==> config.mk <==
export PLATFORM = sky130hd
export DESIGN_NAME = store_monitor
export DESIGN_NICKNAME = d
export VERILOG_FILES = /design/src/rtl/store_monitor_pkg.sv /design/src/rtl/mon_fifo.sv /design/src/rtl/store_monitor.sv
export SDC_FILE = /design/constraint.sdc
export NUM_CORES = 1
export LEC_CHECK = 0
export CAP_MARGIN = 10
export CORE_AREA = 5 5 344 244
export DETAILED_ROUTE_END_ITERATION = 8
export DIE_AREA = 0 0 349 249
export GPL_ROUTABILITY_DRIVEN = 0
export PLACE_DENSITY_LB_ADDON = 0.12
export REMOVE_ABC_BUFFERS = 1
export SYNTH_ARGS = -nofsm -noshare
export SYNTH_HDL_FRONTEND = slang
export SYNTH_SLANG_ARGS = --single-unit
==> constraint.sdc <==
create_clock -name clk -period 30.5 [get_ports clk]
set_input_delay 3.05 -clock clk [delete_from_list [all_inputs] [get_ports clk]]
set_output_delay 3.05 -clock clk [all_outputs]
set_load 0.02 [all_outputs]
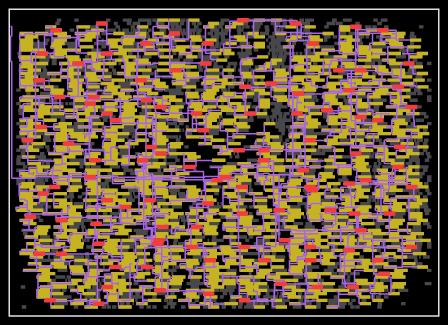
Figure 1: run 1, clock network drawn from the DEF.
Key: clock-net drivers = red [count 109]; clock wires = purple [length 13100 microns]; flip-flops = yellow [count 1211]
Position of the flops: widely spread.
insertion delay to the later sink of the worst-skew pair: 680 ps
clock share of power: 0.271
clock network power: 1.44 mW
worst clock skew: 18.6 ps

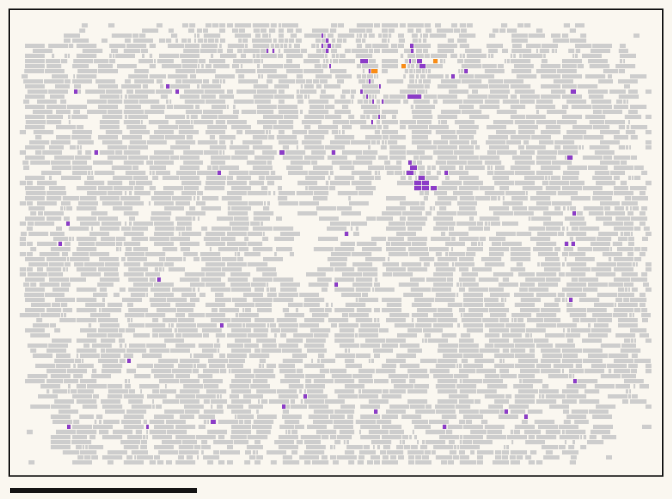
Figure 2: run 1, gate-type map.
Scale bar: 100 microns.
Key: nor cells = purple [cells 66, most used nor4_1, where widely spread]; non-inverting ao/oa cells = orange [cells 3]
share of the final layout cell area in multi-input gates: 0.210
number of standard cells in the final layout excluding fillers: 3836
most instantiated logic cell after routing: sky130_fd_sc_hd__edfxtp_1

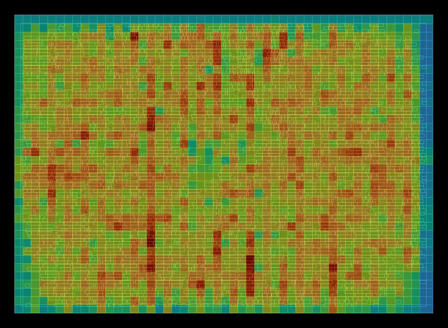
Figure 3: run 1, congestion heat map.
Util after Layout: 0.694
met2 Track Usage GR: 0.395
total routing usage reported by global routing: 0.241
M3 GR Usage: 0.0506
met1 usage: 0.340

==> run notes, run 1 <==
From the run reports.

- The group drawing the most power reads registers.
- The flow inserted 1068 tap cells.
- CTS added clock buffers totalling 109.
- Recorded from the global router log, the overflow total was 0.
- The CTS root buffer is sky130_fd_sc_hd__clkbuf_16.
- The yosys synthesis warning count reads 0.
- The summed instance area of the synthesized netlist is 47700 sq um.
- The post-synthesis chip area from yosys is between 40000 and 50000 sq um.
- The area fraction in compound gates is 0.0168.
- According to the cell report, the number of logic gates is 1009.
- The category of the critical setup timing path is primary input to flop.
- The cell-mix breakdown from Yosys lists the simple-gate area share as 0.0292.
- In the layout the commonest cells are 1024 x sky130_fd_sc_hd__edfxtp_1, 298 x sky130_fd_sc_hd__clkdlybuf4s50_1, 256 x sky130_fd_sc_hd__mux4_2.
- The clock-cell share of area reads 0.0688.
- The overall routed net length is 103 mm.
- The via density per instance is 6.12.
- After detailed routing, the met3 layer carries 7.55 mm of wire.
- The clock buffer count is 138.
- The clock tree from TritonCTS is yes.
- The net load switching power is 1.54 mW.
- The report lists the number of standard-cell rows as 87.
- The register clock-pin slew on the reported worst setup and hold paths is 70 ps.
- The routed design could run at a clock period as short as 7910 ps.
- The category of the worst setup path launch point is a primary input.
- The floorplan report gives the top-level pin count as 300.
- Derived from the worst setup path, the maximum achievable clock frequency is 126 MHz.
- The netlist uses roughly 57 different library cells.
- The worst-path maximum fanout is 48.
- The largest vdd supply drop reads 0.000127 V.
- The post-CTS repair timing setup buffer count reads 0.
- Internal power comes to 3.78 mW.
- Summed over all sequential cells, the power is 1.99 mW.
- The number of antenna violations at the first check in global routing was 11.
- STA puts the critical path data arrival time at 8470 ps.
- The power report attributes to the sequential group a share of 0.373.
- The run finished with clean final reports.
==> run 2, diff against run 1 <==
CORE_AREA = 5 5 365 260   (was 5 5 344 244)
DIE_AREA = 0 0 370 265   (was 0 0 349 249)
clock period = 7.05 ns   (was 30.5 ns; I/O delays follow)
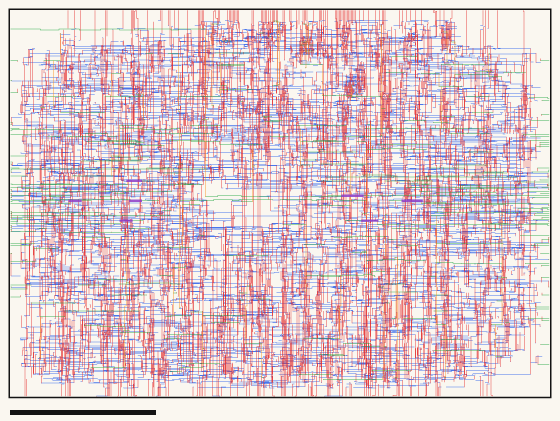
Figure 4: run 2, metal layers overlaid.
Scale bar: 100 microns.
Key: M3 = green [wire length 5850 microns]; M4 = orange [wire length 1830 microns]; M2 = red [wire length 52.0 mm]; M1 = blue [wire length 44.9 mm]; M5 = purple [wire length 68.1 microns]
Routed WL per cell: 26.1 microns
Via Count: 23200

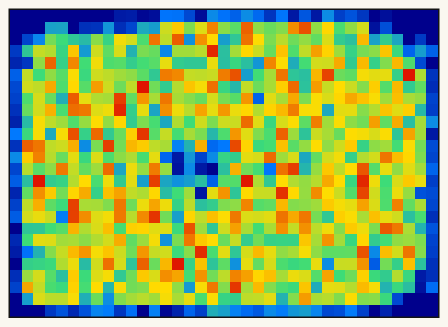
Figure 5: run 2, placement density heat map.
The die is cut into 37 by 26 equal tiles; dark blue is low, red is high, 0 to 100% covered.
The fullest tile reaches 98%. The mean over all tiles is 56%. 21% of the tiles are over 75% full. 4.6% of the tiles are nearly empty.
Util after Layout: 0.615
area of the core: 91000 sq um
Initial Util: 0.524

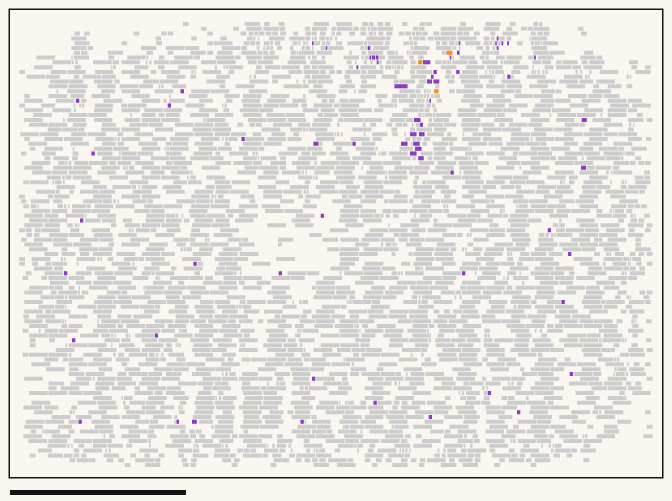
Figure 6: run 2, gate-type map.
Scale bar: 100 microns.
Key: nor cells = purple [cells 66, most used nor4_1]; non-inverting ao/oa cells = orange [cells 3]
share of the final layout cell area in multi-input gates: 0.208
number of standard cells in the final layout excluding fillers: 4014

==> run 2 against run 1 <==
Net effect: largest power group unchanged; critical path depth rose by 1; register-to-register slack lost 22000 ps; global-route usage down 2.6 points; critical endpoint is now u_fifo.rdata[80]$_DFFE_PN0P_; non-clock buffer count up 3; worst setup slack worse by 20000 ps; count of clock-buffer cells in the layout up 31; design area grew 0.75%; core utilization shrank 7.8 points; via count fell by 1.3%; routed wire length is 1.2% higher.
==> run notes, run 2 <==
From the run reports.

- Status: finished, final reports clean (unchanged).
- The power per standard cell area reads 413 nW/um^2 (was 95.8 nW/um^2).
- The internal power summed over all cells is 16.4 mW (was 3.78 mW).
- The final critical path time including I/O delays and setup reads between 4000 and 5000 ps.
- The area fraction in and, or, nand and nor cells after synthesis was 0.0292 (unchanged).
- The register clock-pin slew on the reported worst setup and hold paths is 60 ps (was 70 ps).
- The TritonCTS buffer count reads 113 (was 109).
- The cell count along the critical path reads 11 (was 10).
- The clock-cell share of area reads 0.0695 (was 0.0688).
- The global routing usage on met3 reads 0.0401 (was 0.0506).
- The group drawing the most power reads registers (unchanged).
- The global routing usage on met2 reads 0.359 (was 0.395).
- The worst-case clock skew is 22.2 ps (was 18.6 ps).
- Most numerous logic cells after layout: 1024 x sky130_fd_sc_hd__edfxtp_1, 298 x sky130_fd_sc_hd__clkdlybuf4s50_1, 256 x sky130_fd_sc_hd__mux4_2 (unchanged).
- The clock network power consumption is 6.31 mW (was 1.44 mW).
- The total overflow reported by the global router came to 0 (unchanged).
- Unrepaired setup endpoints after global routing: no (unchanged).
- The category of the critical setup timing path is flop to flop (was primary input to flop).
- The category of the worst setup path launch point reads a flop (was primary input).
- The number of top-level pins was 300 (unchanged).
- The worst-path maximum fanout came to 64 (was 48).
- The met1 layer usage reported by global route came to 0.301 (was 0.340).
- The number of antenna violations at the first check in global routing reads 13 (was 11).
- The sequential share of power reads 0.372 (was 0.373).
- The power attributed to sequential cells is 8.59 mW (was 1.99 mW).
- The area fraction in compound gates came to 0.0168 (unchanged).
- The post-synthesis chip area from yosys is 47700 sq um (unchanged).
- The peak clock frequency supported by timing is roughly 220 MHz.
- The clock tree from TritonCTS was yes (unchanged).
- The yosys synthesis warning count is 0 (unchanged).
- The dominant logic cell type in the layout reads sky130_fd_sc_hd__edfxtp_1 (unchanged).
- The largest vdd supply drop came to 0.000443 V (was 0.000127 V).
- The count of multi-input gates was 1009 (unchanged).
- The net load switching power reads 6.67 mW (was 1.54 mW).
- The summed instance area of the synthesized netlist was 47700 sq um (unchanged).
- The relative contribution of the clock network to total power reads 0.273 (was 0.271).
- The clock latency reported for the late side of the worst-skew pair reads 680 ps (about the same).
- The post-synthesis async set-or-reset flop share is 0.154 (unchanged).
- The maximum buffer depth of the clock tree is 3 (unchanged).
- The post-CTS repair timing setup buffer count reads 0 (unchanged).
- The number of ordinary and repair buffers in the finished layout is 336 (was 333).
- The clock buffer count was 169 (was 138).
- The arrival time at the worst endpoint reads 5100 ps (was 8470 ps).
- The via density per instance is 5.77 (was 6.12).
- The routed length on met3 is 5.85 mm (was 7.55 mm).
No activity file was given, so power comes from the tool's default toggle rates.
